`config.mk`:
```
export PLATFORM = sky130hd
export DESIGN_NAME = serial_compare_unit
export DESIGN_NICKNAME = d
export VERILOG_FILES = /design/src/rtl/cmp_pkg.sv /design/src/rtl/cmp_chunk.sv /design/src/rtl/serial_compare_unit.sv
export SDC_FILE = /design/constraint.sdc
export NUM_CORES = 1
export LEC_CHECK = 0
export ABC_CLOCK_PERIOD_IN_PS = 2700
export CAP_MARGIN = 0
export CORE_ASPECT_RATIO = 2
export CORE_MARGIN = 4
export CORE_UTILIZATION = 45
export DETAILED_ROUTE_END_ITERATION = 16
export HOLD_SLACK_MARGIN = 0.15
export PLACE_DENSITY = 0.86
export SKIP_LAST_GASP = 1
export SYNTH_ARGS = -nofsm -noshare
export SYNTH_HDL_FRONTEND = slang
export SYNTH_SLANG_ARGS = --single-unit
```
`constraint.sdc`:
```
create_clock -name clk -period 2.7 [get_ports clk]
set_input_delay 0.405 -clock clk [delete_from_list [all_inputs] [get_ports clk]]
set_output_delay 0.405 -clock clk [all_outputs]
set_load 0.01 [all_outputs]
```
`src/rtl/cmp_pkg.sv`:
```
// Shared types and sizing helpers for the serial comparator.
package cmp_pkg;

  typedef enum logic [1:0] {
    IDLE,
    BUSY,
    DONE
  } cmp_state_e;

  function automatic int num_chunks(input int width, input int chunk);
    return width / chunk;
  endfunction

  // Width needed to count from 0 up to and including num_chunks.
  function automatic int count_width(input int width, input int chunk);
    return $clog2(width / chunk) + 1;
  endfunction

endpackage

```
`src/rtl/cmp_chunk.sv`:
```
// Combinational unsigned compare of one CHUNK-bit slice.
module cmp_chunk #(
  parameter int CHUNK = 8
) (
  input  logic [CHUNK-1:0] a_i,
  input  logic [CHUNK-1:0] b_i,
  output logic             lt_o,
  output logic             eq_o
);

  assign lt_o = (a_i < b_i);
  assign eq_o = (a_i == b_i);

endmodule

```
`src/rtl/serial_compare_unit.sv`:
```
// Multi-cycle SLT/SLTU comparator: walks operand slices MSB-first and stops
// at the first slice that differs.
module serial_compare_unit
  import cmp_pkg::*;
#(
  parameter int WIDTH = 32,
  parameter int CHUNK = 8
) (
  input  logic                                 clk,
  input  logic                                 rst,
  input  logic                                 in_valid,
  output logic                                 in_ready,
  input  logic [WIDTH-1:0]                     a,
  input  logic [WIDTH-1:0]                     b,
  input  logic                                 is_signed,
  output logic                                 out_valid,
  input  logic                                 out_ready,
  output logic                                 lt,
  output logic                                 eq,
  output logic [WIDTH-1:0]                     result,
  output logic [count_width(WIDTH, CHUNK)-1:0] busy_cycles
);

  localparam int NCHUNK = num_chunks(WIDTH, CHUNK);
  localparam int CW     = count_width(WIDTH, CHUNK);
  localparam int IW     = (NCHUNK > 1) ? $clog2(NCHUNK) : 1;

  generate
    if (WIDTH % CHUNK != 0) begin : gBadChunk
      $error("serial_compare_unit: WIDTH must be a multiple of CHUNK");
    end
  endgenerate

  cmp_state_e       state_q, state_d;
  logic [WIDTH-1:0] a_q, a_d, b_q, b_d;
  logic [IW-1:0]    idx_q, idx_d;
  logic [CW-1:0]    cnt_q, cnt_d;
  logic             lt_q, lt_d, eq_q, eq_d;
  logic [WIDTH-1:0] signMask;
  logic [CHUNK-1:0] sliceA, sliceB;
  logic             sliceLt, sliceEq;

  // Flipping both sign bits maps two's-complement order onto unsigned order.
  assign signMask = WIDTH'(is_signed) << (WIDTH - 1);

  always_comb begin
    sliceA = a_q[int'(idx_q)*CHUNK +: CHUNK];
    sliceB = b_q[int'(idx_q)*CHUNK +: CHUNK];
  end

  cmp_chunk #(.CHUNK(CHUNK)) u_chunk (
    .a_i  (sliceA),
    .b_i  (sliceB),
    .lt_o (sliceLt),
    .eq_o (sliceEq)
  );

  always_comb begin
    state_d = state_q;
    a_d     = a_q;
    b_d     = b_q;
    idx_d   = idx_q;
    cnt_d   = cnt_q;
    lt_d    = lt_q;
    eq_d    = eq_q;
    case (state_q)
      IDLE: begin
        if (in_valid) begin
          a_d     = a ^ signMask;
          b_d     = b ^ signMask;
          idx_d   = IW'(NCHUNK - 1);
          cnt_d   = '0;
          lt_d    = 1'b0;
          eq_d    = 1'b0;
          state_d = BUSY;
        end
      end
      BUSY: begin
        cnt_d = cnt_q + CW'(1);
        if (!sliceEq) begin
          lt_d    = sliceLt;
          eq_d    = 1'b0;
          state_d = DONE;
        end else if (idx_q == '0) begin
          lt_d    = 1'b0;
          eq_d    = 1'b1;
          state_d = DONE;
        end else begin
          idx_d = idx_q - IW'(1);
        end
      end
      DONE: begin
        if (out_ready) state_d = IDLE;
      end
      default: state_d = IDLE;
    endcase
  end

  always_ff @(posedge clk or posedge rst) begin
    if (rst) begin
      state_q <= IDLE;
      a_q     <= '0;
      b_q     <= '0;
      idx_q   <= '0;
      cnt_q   <= '0;
      lt_q    <= 1'b0;
      eq_q    <= 1'b0;
    end else begin
      state_q <= state_d;
      a_q     <= a_d;
      b_q     <= b_d;
      idx_q   <= idx_d;
      cnt_q   <= cnt_d;
      lt_q    <= lt_d;
      eq_q    <= eq_d;
    end
  end

  assign in_ready    = (state_q == IDLE);
  assign out_valid   = (state_q == DONE);
  assign lt          = lt_q;
  assign eq          = eq_q;
  assign result      = WIDTH'(lt_q);
  assign busy_cycles = cnt_q;

endmodule

```
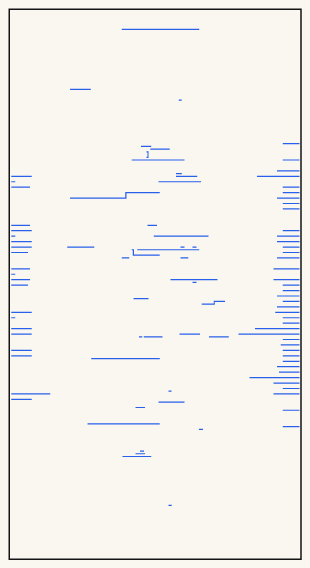
*The metal 3 layer, run 1*
Drawn at 4 px/um.
longest straight run: 19.1 um
wire length on this layer: 523 um
nets with wire on the layer: 83
share of all routed wire: 6.1%
via count: 2,839
Total Wirelength: 8.62 mm
M3 GR Usage: 3.38%

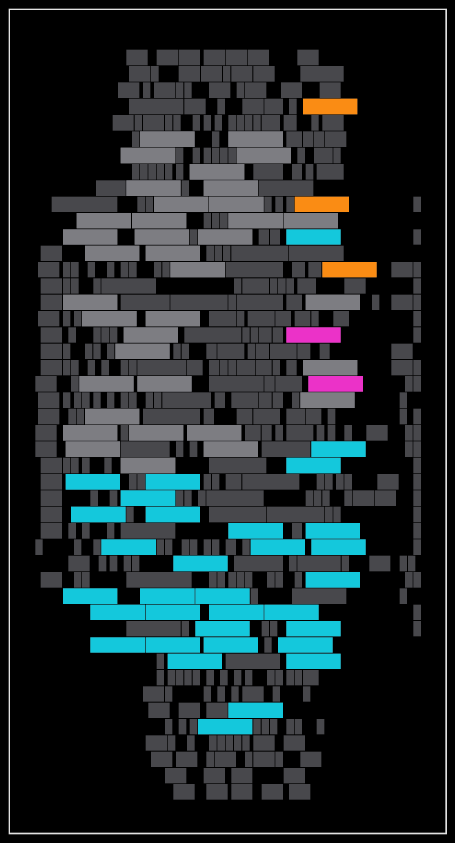
*Sequential cells coloured by netlist name, run 1*
Drawn at 6 px/um. Other sequential cells in the stronger grey, the rest of the logic in the fainter grey.
| colour | name in the netlist | flops |
|---|---|---|
| cyan | a_q | 32 |
| magenta | state_q | 2 |
| orange | busy_cycles | 3 |

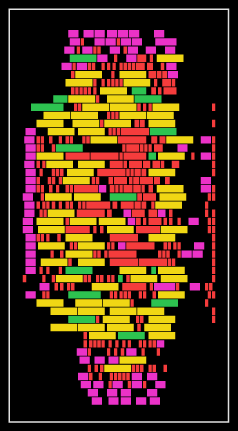
*Placement by cell class, run 1*
Drawn at 3 px/um.
| colour | class | cells | share of their area |
|---|---|---|---|
| red | combinational and other logic | 300 | 36% |
| green | clock drivers and dummy loads | 16 | 7.1% |
| yellow | sequential cells | 73 | 39% |
| magenta | remaining buffers and delay cells | 84 | 18% |
Std-Cell Rows: 46
Layout Utilization: 59.3%
flop share of the area: 38.2%
core box area: 8060 um2

==> impl_metrics.py, run 1 <==
# Metrics from the implementation run
metrics = {
    "routing": {
        "vias_per_cell": 4.99,
        "drt.antenna.violating_nets": 0,
        "drt_pre_antenna_iters": 4,
        "drc": 0,
    },
    "critical_path": {
        "worstPathCellList": "buf_4 > mux4_1 > ha_1 > nand4_1 > o31ai_1 > a32oi_1 > o21ai_0",
        "crit_family": "AND-OR/OR-AND gates",
        "path_class": "reg2reg",
        "crit_path_end_kind": "flip-flop",
        "path_buffers": 1,
        "cp.required_ns": 2.96,
        "crit_start": "idx_q[0]$_DFFE_PP0P_",
        "cp-start-kind": "flip-flop",
        "worstPathMaxFanout": 7,
        "r2r-start": "idx_q[0]$_DFFE_PP0P_",
        "arrival_ns": 2.78,
    },
    "die": {
        "ioPinCount": 108,
        "fp_util_pct": 46.6,
        "fp.dieW_um": 72.6,
        "tapCellCount": 96,
        "chipArea_um2": 9950,
    },
    "placement": {
        "routabilityCongestion": 0.917,
        "placed_cells": 553,
        "dpl_cell_area_um2": 4450,
    },
    "final_timing": {
        "finalMaxSlewViolations": 0,
        "fin_worst_skew_ns": 0.00406,
        "worst_slew_pin_slew_ns": 0.522,
        "max_freq_mhz": 397,
        "hold_violations": 0,
        "max_slew_margin_pct": 65.1,
        "tns_ns": 0,
        "fin_crit_ns": 2.52,
    },
    "synthesis": {
        "synth_flops": 73,
        "synth_stat.cells": 394,
        "ys_warn_count": 0,
        "xor_share_pct": 0.700,
        "syn_area_per_cell_um2": 9.52,
        "ys_seq_share_pct": 48.7,
        "synthAdderAreaFrac_pct": 3.34,
        "synth.logic.top_family": "simple AND/OR/NAND/NOR gates",
        "async_flop_share_pct": 100,
        "aoi_share_pct": 2.54,
        "flop_cell": "dfrtp_1",
        "edf_count": 0,
        "simple_gate_area_share_pct": 22.5,
        "top_area_cell": "dfrtp_1",
        "common_cells": "nand2_1 (194), dfrtp_1 (73), buf_4 (33)",
        "netlist.area_leader.share_pct": 48.7,
    },
    "job": {
        "tool_warnings": 26,
        "maxCapViolations": 0,
    },
    "cells_and_area": {
        "flops": 73,
        "clock_buffers": 11,
        "largest_class": "flip-flops and latches",
        "register_area_um2": 1830,
        "buf_share_pct": 17.7,
        "final_area_um2": 4780,
        "comb_area_um2": 1610,
        "comb_area_share_pct": 33.7,
        "final_common_cell": "nand2_1",
        "nNonClkBuffers": 84,
        "nets": 547,
    },
    "power_and_ir_drop": {
        "pg_seq_w": 0.00191,
        "p_comb_w": 0.00171,
        "top_power_group": "registers",
        "total_power_w": 0.00492,
        "vdd_drop_max_uv": 676,
        "p_per_area_nw_per_um2": 1030,
        "p_seq_share_pct": 38.9,
        "clock_power_w": 0.00129,
    },
    "clocking": {
        "htreeDepth": 3,
        "clock_sinks": 73,
        "cts_root_buffer": "clkbuf_16",
        "cts_tree": "done",
        "clk_path_buf_depth": 2,
        "clk_latency_ns": 0.34,
        "cts_resized": 0,
        "cts_buffers": 9,
    },
    "grt": {
        "grt_max_degree": 68,
        "gr-usage-met1_pct": 17.8,
        "gr-total-overflow": 0,
        "grt.busiest_layer": "met2",
        "grt.met2_usage_pct": 35.3,
        "grt_pass1_wl_mm": 13.8,
        "first_global_vias": 2936,
        "grt.total_usage_pct": 18.5,
    },
    "hold_path": {
        "hold_class": "in2async",
    },
    "status": {
        "run_status": "completed",
    },
}
## run 1: path summary, 6_finish.rpt
| check | end | slack (ns) | cells past startpoint |
|---|---|---|---|
| worst max-delay path | lt$_DFFE_PP0P_ | 0.18 | 7 |
| worst min-delay path | a_q[21]$_DFFE_PP0P_ | 0.44 | 2 |
| worst max register to register | lt$_DFFE_PP0P_ | 0.18 | 7 |
| worst min register to register | b_q[15]$_DFFE_PP0P_ | 0.47 | 2 |
| max in group asynchronous | a_q[2]$_DFFE_PP0P_ | 1.67 | 3 |
| min in group clk | b_q[15]$_DFFE_PP0P_ | 0.47 | 2 |
### Metal layers overlaid, run 1

Drawn at 4 px/um. Two of the layers only.
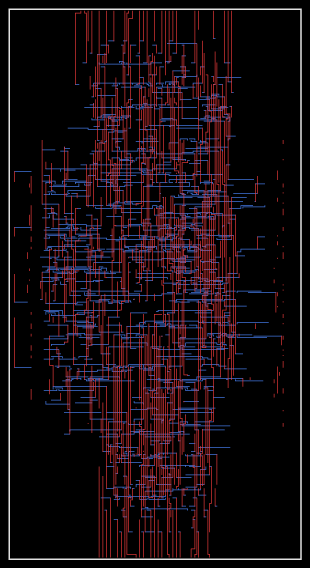

--- run 2 (diff from run 1) ---
==> constraint.sdc (replaced) <==
create_clock -name clk -period 2.7 [get_ports clk]
set_input_delay 0.54 -clock clk [delete_from_list [all_inputs] [get_ports clk]]
set_output_delay 0.54 -clock clk [all_outputs]
set_load 0.01 [all_outputs]
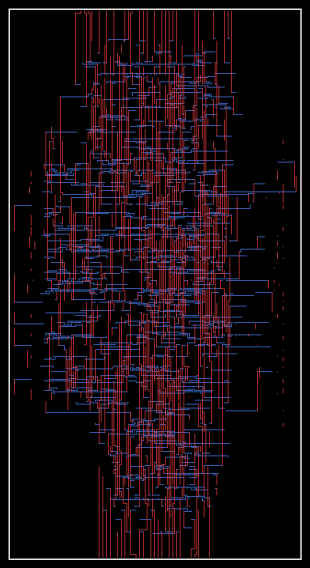
*Metal layers overlaid, run 2*
Drawn at 4 px/um. Two of the layers only.
| colour | layer | wire length |
|---|---|---|
| blue | metal 1 | 2,920 um |
| red | metal 2 | 4,790 um |

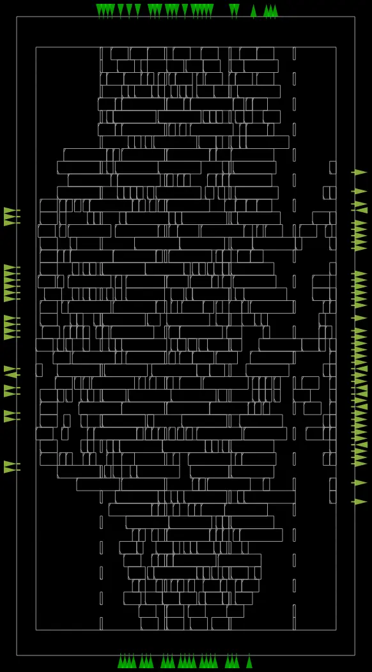
*Cell outlines without signal wires, run 2*
n_taps: 96
flop share of the area: 38.5%

==> impl_metrics.py, run 2 <==
# Metrics from the implementation run
metrics = {
    "status": {
        "run_status": "completed",
    },
    "job": {
        "tool_warnings": 26,
        "maxCapViolations": 0,
    },
    "critical_path": {
        "r2r_setup_slack_ns": 0.26,
        "reg2reg_depth": 7,
        "arrival_ns": 2.68,
    },
    "synthesis": {
        "ys_warn_count": 0,
        "synth_stat.cells": 394,
        "top_area_cell": "dfrtp_1",
        "synth_flops": 73,
    },
    "cells_and_area": {
        "buf_share_pct": 17.8,
        "final_common_cell": "nand2_1",
        "comb_area_um2": 1610,
        "clock_buffers": 12,
        "flops": 73,
        "comb_area_share_pct": 33.9,
        "register_area_um2": 1830,
    },
    "clocking": {
        "clk_latency_ns": 0.33,
        "cts_buffers": 9,
        "cts_tree": "done",
        "clock_sinks": 73,
    },
    "power_and_ir_drop": {
        "p_comb_w": 0.00173,
        "p_seq_share_pct": 39.7,
        "vdd_drop_max_uv": 679,
        "pg_seq_w": 0.00191,
    },
    "hold_path": {
        "hold-path-endpoint": "b_q[13]$_DFFE_PP0P_",
        "min_path_cells": 2,
    },
    "routing": {
        "vias_per_cell": 5.05,
    },
    "die": {
        "ioPinCount": 108,
        "row_count": 46,
    },
    "grt": {
        "grt_max_degree": 68,
        "gr-total-overflow": 0,
        "first_global_vias": 3066,
    },
    "final_timing": {
        "max_freq_mhz": 409,
        "fin_worst_skew_ns": 0.00592,
    },
}
[run 2: kinds of logic after synthesis]
logic type	synth area share [%]
mux	10.6
other cells	0.100
buf+inv	11.5
fa+ha+maj	3.34
simple gates	22.5
xor+xnor	0.701
compound gates	2.53
flops	48.7
[run 2: critical path, stage by stage, from the launching register on]
cell and delay [ns]:
dfrtp_1 0.36, buf_4 0.18, mux4_1 0.60, ha_1 0.36, nand4_1 0.23, o31ai_1 0.32, a32oi_1 0.16, o21ai_0 0.13
[run 2: metal layers]
layer  GRT usage [%]  vias up  part of all wire (%)
met5               0        -                     0
met4            11.6        0                   4.3
met3            3.24       31                   5.4
met2            34.7      122                    56
met1            18.2     1373                    34
li1                -     1345                     -
### The metal 3 layer, run 2

Drawn at 4 px/um.
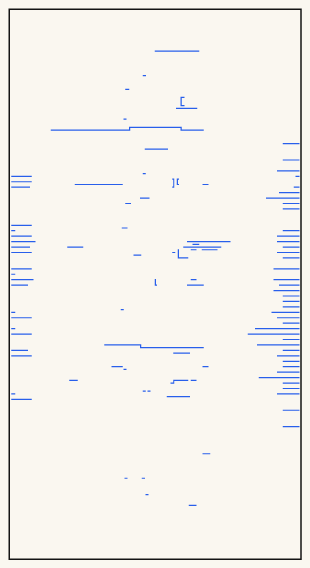

--- run 3 (diff from run 2) ---
- CORE_UTILIZATION: 45 -> 48
- PLACE_DENSITY: 0.86 -> 0.91
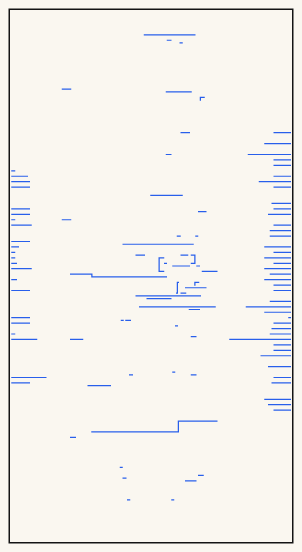
*The metal 3 layer, run 3*
Drawn at 4 px/um.
wire length on this layer: 504 um
main direction: horizontal
longest straight run: 21.6 um
nets with wire on the layer: 88

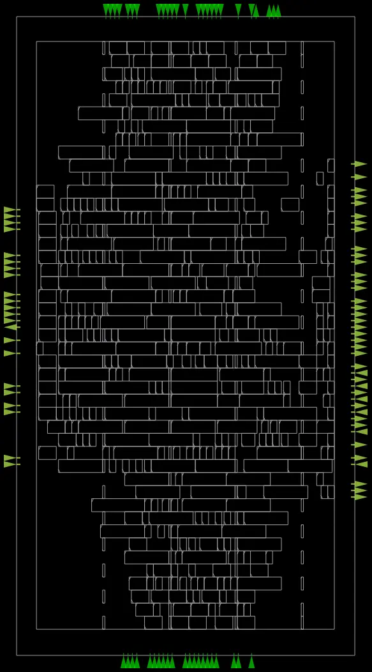
*Cell outlines without signal wires, run 3*
fin cells: 568
Filler cells: 598
Std-Cell Rows: 45

==> impl_metrics.py, run 3 <==
# Metrics from the implementation run
metrics = {
    "status": {
        "run_status": "completed",
    },
    "critical_path": {
        "reg2reg_depth": 7,
        "path_buffers": 1,
        "cp-start-kind": "flip-flop",
        "critical_path_depth": 7,
        "crit_family": "simple AND/OR/NAND/NOR gates",
        "worstPathMaxFanout": 7,
        "r2r-start": "idx_q[0]$_DFFE_PP0P_",
        "crit_path_end_kind": "flip-flop",
        "arrival_ns": 2.79,
        "worstReg2RegEnd": "idx_q[0]$_DFFE_PP0P_",
    },
    "clocking": {
        "clk_path_buf_depth": 2,
        "cts_resized": 0,
        "clock_sinks": 73,
        "cts_buffers": 9,
        "cts_tree": "done",
        "cts_root_buffer": "clkbuf_16",
        "htreeDepth": 3,
        "clk_latency_ns": 0.34,
    },
    "job": {
        "tool_warnings": 26,
    },
    "placement": {
        "routabilityCongestion": 0.913,
        "placed_cells": 552,
    },
    "routing": {
        "vias_per_cell": 5.10,
        "drt_pre_antenna_iters": 4,
        "routed_wl_mm": 8.76,
        "drc": 0,
        "wl_met2_mm": 4.95,
        "wl_met3_um": 504,
        "drt.antenna.violating_nets": 0,
    },
    "final_timing": {
        "tns_ns": 0,
        "fin_worst_skew_ns": 0.00651,
        "worst_slew_pin_slew_ns": 0.632,
        "finalMaxSlewViolations": 0,
    },
    "synthesis": {
        "ys_warn_count": 0,
        "common_cells": "nand2_1 (194), dfrtp_1 (73), buf_4 (33)",
        "flop_cell": "dfrtp_1",
        "syn_area_per_cell_um2": 9.52,
        "netlist.area_leader.share_pct": 48.7,
        "edf_count": 0,
        "synth_stat.cells": 394,
    },
    "power_and_ir_drop": {
        "p_comb_w": 0.00175,
        "p_seq_share_pct": 38.8,
    },
    "grt": {
        "gr-total-overflow": 0,
        "grt.met2_usage_pct": 37.3,
        "grt_pass1_wl_mm": 14.1,
        "first_global_vias": 3047,
        "grt.busiest_layer": "met2",
    },
    "cells_and_area": {
        "final_area_um2": 4780,
    },
    "hold_path": {
        "min_path_cells": 2,
        "hold_class": "reg2reg",
        "hold-path-endpoint": "a_q[5]$_DFFE_PP0P_",
    },
    "die": {
        "fp_util_pct": 49.3,
        "chipArea_um2": 9380,
        "ioPinCount": 108,
    },
}
-- run 3: cell counts after synthesis --
Identical to the previous run, type by type.
-- run 3: cell type report --
type / instances / area (um2)
multi-input cells: 288 / 1610
well taps: 94 / 118
inverters: 12 / 45.0
clock buffers: 10 / 229
flip-flops and latches: 73 / 1830
repair buffers: 85 / 866
fillers: 598 / 2820
clock inverters: 6 / 82.6
-- run 3: cells by family after synthesis --
family,after synthesis,share of synthesized area [%]
AND-OR/OR-AND,16,2.53
XOR/XNOR,3,0.701
multiplexers,16,10.6
AND/OR/NAND/NOR,212,22.5
flip-flops,73,48.7
adder cells (fa/ha/maj),10,3.34
other,1,0.100
buffers and inverters,63,11.5
